## config.mk

```make
export PLATFORM = sky130hd
export DESIGN_NAME = alu_control
export DESIGN_NICKNAME = d
export VERILOG_FILES = /design/src/rtl/alu_pkg.sv /design/src/rtl/alu_funct_decode.sv /design/src/rtl/alu_control.sv
export SDC_FILE = /design/constraint.sdc
export NUM_CORES = 1
export LEC_CHECK = 0
export ABC_AREA = 1
export CELL_PAD_IN_SITES_DETAIL_PLACEMENT = 1
export CELL_PAD_IN_SITES_GLOBAL_PLACEMENT = 2
export CORE_AREA = 5 5 49 51
export CTS_BUF_LIST = sky130_fd_sc_hd__clkbuf_8
export CTS_CLUSTER_DIAMETER = 50
export DETAILED_ROUTE_END_ITERATION = 7
export DIE_AREA = 0 0 54 56
export GPL_ROUTABILITY_DRIVEN = 0
export PLACE_DENSITY_LB_ADDON = 0.1
export SKIP_CTS_REPAIR_TIMING = 1
export SYNTH_ARGS = -nofsm -noshare
export SYNTH_HDL_FRONTEND = slang
export SYNTH_HIERARCHICAL = 1
export SYNTH_SLANG_ARGS = --single-unit
```

## constraint.sdc

```tcl
create_clock -name clk -period 3 [get_ports clk]
set_input_delay 0.75 -clock clk [delete_from_list [all_inputs] [get_ports clk]]
set_output_delay 0.75 -clock clk [all_outputs]
set_load 0.02 [all_outputs]
```

## src/rtl/alu_pkg.sv

```systemverilog
// alu_pkg: shared encodings for the MIPS ALU control decoder.
// Revision 1.0
`default_nettype none

package alu_pkg;

  typedef enum logic [2:0] {
    ALUOP_ADD   = 3'b000,
    ALUOP_SUB   = 3'b001,
    ALUOP_RTYPE = 3'b010,
    ALUOP_AND   = 3'b011,
    ALUOP_OR    = 3'b100,
    ALUOP_SLT   = 3'b101,
    ALUOP_XOR   = 3'b110,
    ALUOP_LUI   = 3'b111
  } aluop_t;

  typedef enum logic [3:0] {
    CTL_AND  = 4'b0000,
    CTL_OR   = 4'b0001,
    CTL_ADD  = 4'b0010,
    CTL_XOR  = 4'b0011,
    CTL_NOR  = 4'b0100,
    CTL_SLTU = 4'b0101,
    CTL_SUB  = 4'b0110,
    CTL_SLT  = 4'b0111,
    CTL_SLL  = 4'b1000,
    CTL_SRL  = 4'b1001,
    CTL_SRA  = 4'b1010,
    CTL_LUI  = 4'b1011,
    CTL_NOP  = 4'b1111
  } aluctl_t;

  localparam logic [5:0] FUNCT_SLL  = 6'b000000;
  localparam logic [5:0] FUNCT_SRL  = 6'b000010;
  localparam logic [5:0] FUNCT_SRA  = 6'b000011;
  localparam logic [5:0] FUNCT_SLLV = 6'b000100;
  localparam logic [5:0] FUNCT_SRLV = 6'b000110;
  localparam logic [5:0] FUNCT_SRAV = 6'b000111;
  localparam logic [5:0] FUNCT_ADD  = 6'b100000;
  localparam logic [5:0] FUNCT_ADDU = 6'b100001;
  localparam logic [5:0] FUNCT_SUB  = 6'b100010;
  localparam logic [5:0] FUNCT_SUBU = 6'b100011;
  localparam logic [5:0] FUNCT_AND  = 6'b100100;
  localparam logic [5:0] FUNCT_OR   = 6'b100101;
  localparam logic [5:0] FUNCT_XOR  = 6'b100110;
  localparam logic [5:0] FUNCT_NOR  = 6'b100111;
  localparam logic [5:0] FUNCT_SLT  = 6'b101010;
  localparam logic [5:0] FUNCT_SLTU = 6'b101011;

endpackage

`default_nettype wire

```

## src/rtl/alu_funct_decode.sv

```systemverilog
// alu_funct_decode: R-type funct field to ALU operation, with a valid flag.
// Revision 1.0
`default_nettype none

module alu_funct_decode
  import alu_pkg::*;
(
  input  logic [5:0] funct,
  output aluctl_t    ctl,
  output logic       valid
);

  // Variable and immediate shifts share a code; the datapath picks the amount source.
  always_comb begin
    ctl   = CTL_NOP;
    valid = 1'b1;
    case (funct)
      FUNCT_ADD,  FUNCT_ADDU: ctl = CTL_ADD;
      FUNCT_SUB,  FUNCT_SUBU: ctl = CTL_SUB;
      FUNCT_AND:              ctl = CTL_AND;
      FUNCT_OR:               ctl = CTL_OR;
      FUNCT_XOR:              ctl = CTL_XOR;
      FUNCT_NOR:              ctl = CTL_NOR;
      FUNCT_SLT:              ctl = CTL_SLT;
      FUNCT_SLTU:             ctl = CTL_SLTU;
      FUNCT_SLL,  FUNCT_SLLV: ctl = CTL_SLL;
      FUNCT_SRL,  FUNCT_SRLV: ctl = CTL_SRL;
      FUNCT_SRA,  FUNCT_SRAV: ctl = CTL_SRA;
      default: begin
        ctl   = CTL_NOP;
        valid = 1'b0;
      end
    endcase
  end

endmodule

`default_nettype wire

```

## src/rtl/alu_control.sv

```systemverilog
// alu_control: MIPS ALU control decoder with a sticky illegal-funct flag.
// Revision 1.0
`default_nettype none

module alu_control
  import alu_pkg::*;
(
  input  logic       clk,
  input  logic       reset,
  input  logic [5:0] funct,
  input  logic [2:0] aluop,
  output logic [3:0] alucontrol,
  output logic       illegal,
  output logic       err_sticky
);

  aluctl_t dec_ctl;
  logic    dec_valid;
  aluctl_t ctl;

  alu_funct_decode u_funct_decode (
    .funct (funct),
    .ctl   (dec_ctl),
    .valid (dec_valid)
  );

  // funct only matters for R-type; every other opcode forces illegal low.
  always_comb begin
    ctl     = CTL_NOP;
    illegal = 1'b0;
    case (aluop)
      ALUOP_ADD: ctl = CTL_ADD;
      ALUOP_SUB: ctl = CTL_SUB;
      ALUOP_AND: ctl = CTL_AND;
      ALUOP_OR:  ctl = CTL_OR;
      ALUOP_SLT: ctl = CTL_SLT;
      ALUOP_XOR: ctl = CTL_XOR;
      ALUOP_LUI: ctl = CTL_LUI;
      ALUOP_RTYPE: begin
        ctl     = dec_valid ? dec_ctl : CTL_NOP;
        illegal = ~dec_valid;
      end
      default: begin
        ctl     = CTL_NOP;
        illegal = 1'b0;
      end
    endcase
  end

  assign alucontrol = ctl;

  always_ff @(posedge clk) begin
    if (reset) begin
      err_sticky <= 1'b0;
    end else begin
      err_sticky <= err_sticky | illegal;
    end
  end

endmodule

`default_nettype wire

```

==> GITHUB_STEP_SUMMARY, run 1 <==
## PnR job results

| Metric | Value |
|---|---|
| Synth warn | `6` |
| Worst path slowest cell | `clkdlybuf4s50_1` |
| Post-synthesis sequential area ratio | `6.15%` |
| Max-slew violation total from the final report | `0` |
| Hold Path Class | `reg -> reg` |
| Max transition margin | `84.3%` |
| Met2 WL | `488 um` |
| Setup WS pre-CTS | `-368 ps` |
| Max FFs per register | `1` |
| Arrival time at the worst endpoint | `2080 ps` |
| Met2 usage | `13.3%` |
| Status | `completed` |
| Largest logic family | `simple AND/OR/NAND/NOR gates` |
| Most used cell, CP | `nand2_1` |
| Crit path launch type | `primary input` |
| Die W | `54 um` |
| Critical Path, Cell by Cell | `clkdlybuf4s50_1 > inv_2 > nor2_2 > nand3_2 > nand3_4 > nand2_1 > inv_1 > nand2_1 > nand2_1 > a21oi_2 > buf_4` |
| Reg area | `20.0 um2` |
| Tally of filler cells in the layout | `261` |
| Post-DR vias/cell | `3.93` |
| First-pass GRT wire length | `1.87 mm` |
| WL met3 | `40 um` |
| Part of the power in the clock network | `0%` |
[run 1: through the flow]
step	TNS, ps	hold WS (ps)	util, %	cells
CTS	-1630	457	28.9	112
finish	0	456	29.3	112
global placement	-1560	448	28.9	112
detailed placement	-1620	459	28.9	112
global route	-19.4	468	29.3	112
floorplan	0	532	-	65
[run 1: worst min-delay path: cells and delay by family (launching register included)]
| kind | cells | cell delay (ps) |
|---|---|---|
| buf+inv | 1 | 60 |
| compound gates | 1 | 50 |
| flops | 1 | 290 |
[run 1: path summary, 6_finish.rpt]
check | startpoint | to | slack (ps) | depth (start not counted)
worst max-delay path | funct[3] | alucontrol[1] | 170 | 11
worst min-delay path | err_sticky | err_sticky | 460 | 2
worst max register to register | err_sticky | err_sticky | 2460 | 2
worst min register to register | err_sticky | err_sticky | 460 | 2
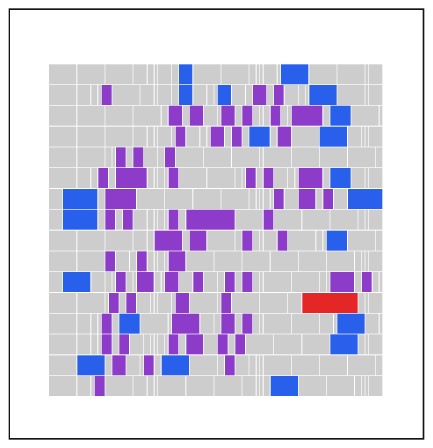
run_1/class_map.png
Fill, decap, tap and diode cells in grey.
- purple: remaining logic cells (cells 64)
- blue: remaining buffers and delay cells (cells 20)
- red: registers (cells 1)
Rows: 16
Core ar.: 0.00190 mm2
sequential cell area share: 3.59%

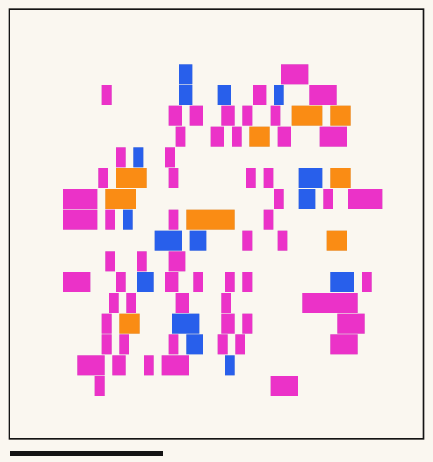
run_1/sizing.png
Scale bar: 20 um.
- orange: x3 and x4 (cells 9; share 11%; most used buf_4)
- blue: x2 (cells 15; share 18%; most used inv_2)
- magenta: x1 and smaller (cells 61; share 72%; most used nand2_1)
area grow syn2layout: 71.5%
Worst Setup Slack, final: 174 ps
Final Cell Area: 558 um2

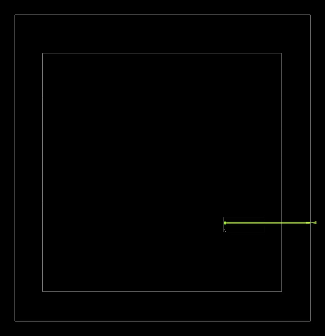
run_1/clock_nets.png
Latency at later pin: 0 ps
Flops: 1
Clock Skew: 0 ps
Clk. pwr: 0 mW

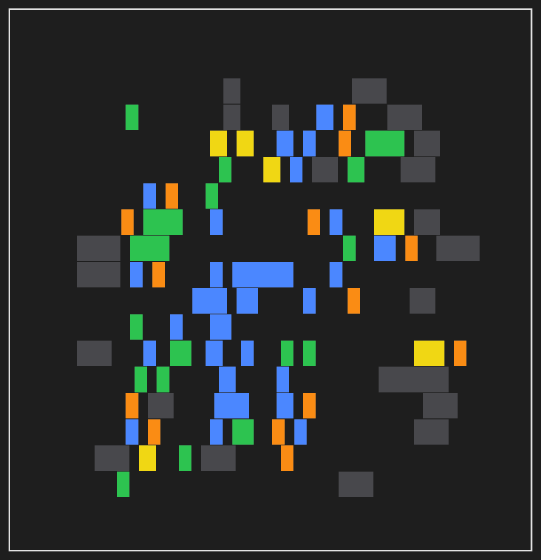
run_1/gates.png
- orange: inv cells (cells 14; most used inv_1)
- green: nor cells (cells 17; most used nor2_1)
- yellow: aoi and oai cells (cells 6; most used o21ai_1)
- blue: nand cells (cells 27; most used nand2_1)
logic share of the area: 48.7%
Cell Count, Final, Fillers Out: 112
most frequent logic cell in the layout: nand2_1

==> inputs of run 2 (changes only) <==
--- a/config.mk
+++ b/config.mk
@@ -8,11 +8,11 @@
 export ABC_AREA = 1
 export CELL_PAD_IN_SITES_DETAIL_PLACEMENT = 1
 export CELL_PAD_IN_SITES_GLOBAL_PLACEMENT = 2
-export CORE_AREA = 5 5 49 51
+export CORE_AREA = 4 4 48 50
 export CTS_BUF_LIST = sky130_fd_sc_hd__clkbuf_8
 export CTS_CLUSTER_DIAMETER = 50
 export DETAILED_ROUTE_END_ITERATION = 7
-export DIE_AREA = 0 0 54 56
+export DIE_AREA = 0 0 52 54
 export GPL_ROUTABILITY_DRIVEN = 0
 export PLACE_DENSITY_LB_ADDON = 0.1
 export SKIP_CTS_REPAIR_TIMING = 1
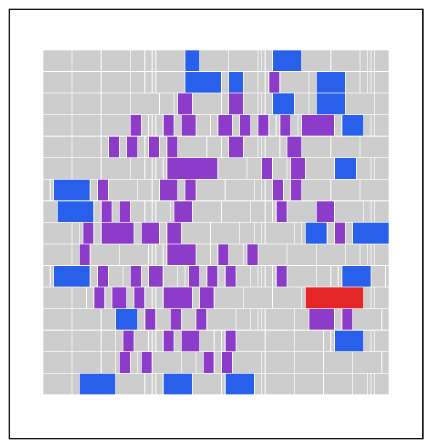
run_2/class_map.png
Fill, decap, tap and diode cells in grey.
- purple: remaining logic cells (cells 64)
- red: registers (cells 1)
- blue: remaining buffers and delay cells (cells 20)
sequential cell area share: 3.58%
Final Cell Area: 559 um2
post-layout util: 29.4%

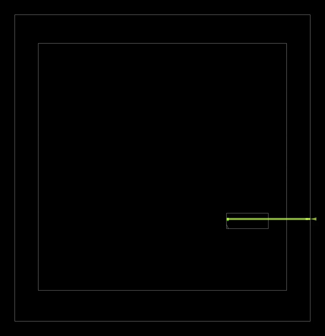
run_2/clock_nets.png

==> GITHUB_STEP_SUMMARY, run 2 <==
## PnR job results

| Metric | Value |
|---|---|
| Status | `completed` |
| Max VDD drop | `0.0494 mV` |
| Initial drt markers | `6` |
| Chip height | `54 um` |
| Clock Skew | `0 ps (unchanged)` |
| Hold Path Class | `reg -> reg` |
| Latency at later pin | `0 ps (unchanged)` |
| Critical Path, Cell by Cell | `clkdlybuf4s50_1 > inv_2 > nor2_1 > nand3_2 > nand3_4 > nand2_1 > nor2_1 > o21ai_1 > dlymetal6s2s_1` |
| Area grow syn2layout | `71.9%` |
| ANT nets after route | `0` |
| Yosys Instances | `65` |
| Max FFs per register | `1 (unchanged)` |
| Reg area | `20.0 um2 (unchanged)` |
| Pre-Repair DR Iteration Count | `2` |
| Setup TNS | `0 ps (unchanged)` |
| Tally of filler cells in the layout | `258 (-1.1%)` |
| Flops | `1 (unchanged)` |
| Crit path launch type | `primary input` |
| DRC violations left | `0` |
| Arrival time at the worst endpoint | `2110 ps (+30 ps)` |
| Synth warn | `6 (unchanged)` |
| Post-DR vias/cell | `3.94 (+0.23%)` |
| Number of top-level pins | `17` |
| Cell Count, Final, Fillers Out | `112 (unchanged)` |
| Largest logic family | `simple AND/OR/NAND/NOR gates` |
| Worst Setup Slack, final | `144 ps (-30.0 ps)` |
| Simple Share, Synth | `67.3%` |
| Die W | `52 um (-3.7%)` |
| Vias | `441` |
| Most frequent logic cell in the layout | `nand2_1` |
| Inst Count DP | `112 (unchanged)` |
| Post-synthesis sequential area ratio | `6.15% (unchanged)` |
| Leakage | `0.333 nW` |
| Internal power | `0.0452 mW` |
| Reg2Reg Depth | `2 (unchanged)` |
| First-pass GRT wire length | `1.67 mm (-11%)` |
| Logic share of the area | `46.5% (-2.1 points)` |
| Max transition margin | `85.0% (+0.75 points)` |
| Critical Path Stages | `9 (-2)` |
| Max-slew violation total from the final report | `0 (unchanged)` |
| Hold Slack | `450 ps (-5.42 ps)` |
| Tapcells | `27` |
| Clk. pwr | `0 mW` |
| Mux area share | `0%` |
| Rows | `16 (unchanged)` |
| Core ar. | `0.00190 mm2 (unchanged)` |
| Most used cell, CP | `nor2_1` |
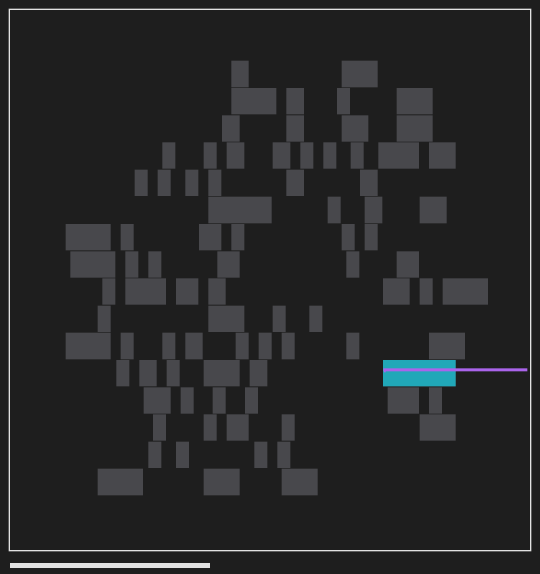
run_2/clock_wires.png
Scale bar: 20 um.
- cyan: flip-flops (count 1)
- purple: clock wires (length 14.3 um)
- routed clock nets: 1
part of the power in the clock network: 0%

## run 2: cell types whose count changed in the layout (fill, tap and decap cells not counted), sizes merged
cell,delta
buf,-2
clkbuf,+1
dlymetal6s2s,+3
clkdlybuf4s50,-2
## run 2: final timing paths
kind                   start             to  slack (ps)
setup / recovery    funct[3]  alucontrol[2]         140
hold / removal    err_sticky     err_sticky         450
setup reg to reg  err_sticky     err_sticky        2470
hold reg to reg   err_sticky     err_sticky         450
## run 2: cells by family (layout without fill, tap and decap cells)
logic type | count (synthesis) | after routing
AND/OR/NAND/NOR | 44 | 44
buffers and inverters | 14 | 34
AND-OR/OR-AND | 6 | 6
flip-flops | 1 | 1
## run 2: routing by layer
layer	track usage [%]	wire (um)
met4	0	0
met1	9.40	464
met5	0	0
met2	14.0	451
met3	0.277	50
==> inputs of run 3 (changes only) <==
--- a/config.mk
+++ b/config.mk
@@ -10,12 +10,13 @@
 export CELL_PAD_IN_SITES_GLOBAL_PLACEMENT = 2
 export CORE_AREA = 4 4 48 50
 export CTS_BUF_LIST = sky130_fd_sc_hd__clkbuf_8
-export CTS_CLUSTER_DIAMETER = 50
+export CTS_CLUSTER_DIAMETER = 100
 export DETAILED_ROUTE_END_ITERATION = 7
 export DIE_AREA = 0 0 52 54
 export GPL_ROUTABILITY_DRIVEN = 0
 export PLACE_DENSITY_LB_ADDON = 0.1
 export SKIP_CTS_REPAIR_TIMING = 1
+export SLEW_MARGIN = 20
 export SYNTH_ARGS = -nofsm -noshare
 export SYNTH_HDL_FRONTEND = slang
 export SYNTH_HIERARCHICAL = 1
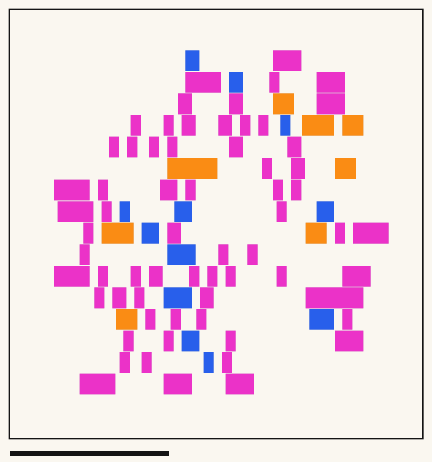
run_3/sizing.png
Scale bar: 20 um.
- magenta: x1 and smaller (cells 65; share 76%; most used nand2_1)
- orange: x3 and x4 (cells 8; share 9.4%; most used buf_4)
- blue: x2 (cells 12; share 14%; most used inv_2)
area grow syn2layout: 71.9%
Worst Setup Slack, final: 144 ps

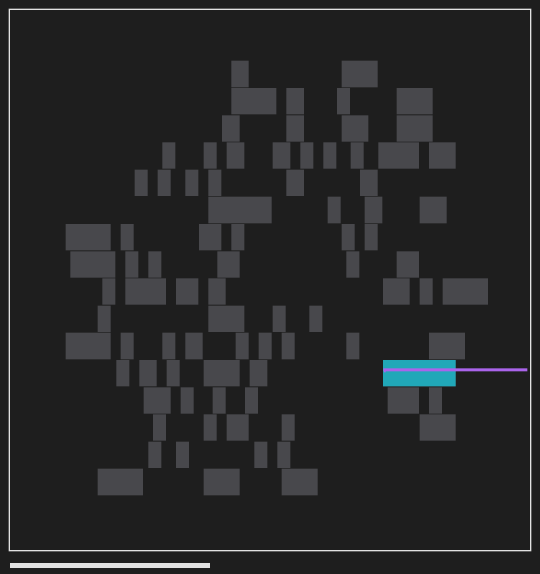
run_3/clock_wires.png
Scale bar: 20 um.
- cyan: flip-flops (count 1)
- purple: clock wires (length 14.3 um)
- routed clock nets: 1

==> GITHUB_STEP_SUMMARY, run 3 <==
## PnR job results

| Metric | Value |
|---|---|
| Critical Path Sink | `alucontrol[2]` |
| Latency at later pin | `0 ps (unchanged)` |
| Post-DR vias/cell | `3.94 (unchanged)` |
| Setup TNS | `0 ps (unchanged)` |
| Critical R2R Capture | `err_sticky` |
| Pre-Repair DR Iteration Count | `2 (unchanged)` |
| Met3 Usage GRT | `0.277% (unchanged)` |
| Max VDD drop | `0.0494 mV (unchanged)` |
| Hold path startpoint | `err_sticky` |
| ANT nets after route | `0 (unchanged)` |
| Met1 Usage GRT | `9.40% (unchanged)` |
| Max FFs per register | `1 (unchanged)` |
| Most Crowded Layer GR | `met2` |
| Most frequent logic cell in the layout | `nand2_1` |
| Cell Count, Final, Fillers Out | `112 (unchanged)` |
| Status | `completed` |
| Hold Slack | `450 ps (unchanged)` |
| Chip height | `54 um (unchanged)` |
| Hold Path Class | `reg -> reg` |
| Met2 usage | `14.0% (unchanged)` |
| Crit path launch type | `primary input` |
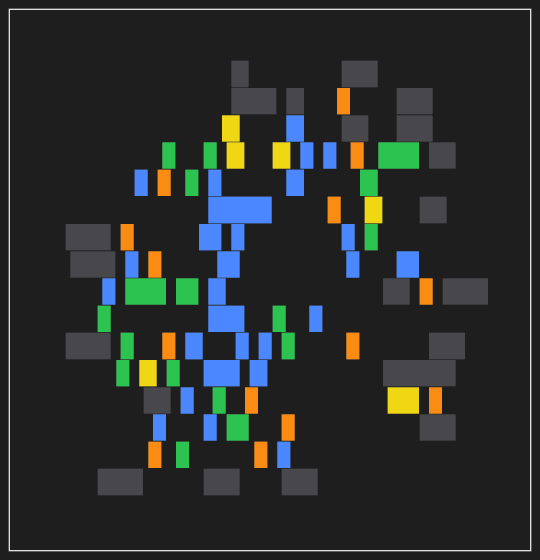
run_3/gates.png
- green: nor cells (cells 17; most used nor2_1)
- orange: inv cells (cells 14; most used inv_1)
- yellow: aoi and oai cells (cells 6)
- blue: nand cells (cells 27; most used nand2_1)
logic share of the area: 46.5%

-- run 3: final cells by class --
class,count,area [um2]
multi-input combinational,50,260
timing repair buffer,20,193
tap,27,33.8
fill,258,1340
sequential,1,20.0
inverter,14,52.6
-- run 3: metal layers --
metal,vias to the layer above,part of all wire (%)
met1,193,48
met5,-,0
met3,0,5.2
met2,8,47
met4,0,0
li1,240,-
-- run 3: power by group --
| part | internal [mW] | total (mW) | switching (mW) |
|---|---|---|---|
| combinational | 0.0309 | 0.0677 | 0.0368 |
| sequential | 0.0143 | 0.0146 | 0.000300 |
| clock | 0 | 0 | 0 |
-- run 3: cell families (layout without fill, tap and decap cells) --
logic type      count (synthesis)  in the layout  synth area share [%]
simple gates                   44             44                  67.3
buf+inv                        14             34                  16.2
compound gates                  6              6                  10.4
flops                           1              1                  6.15
Power and IR drop assume default switching activity.
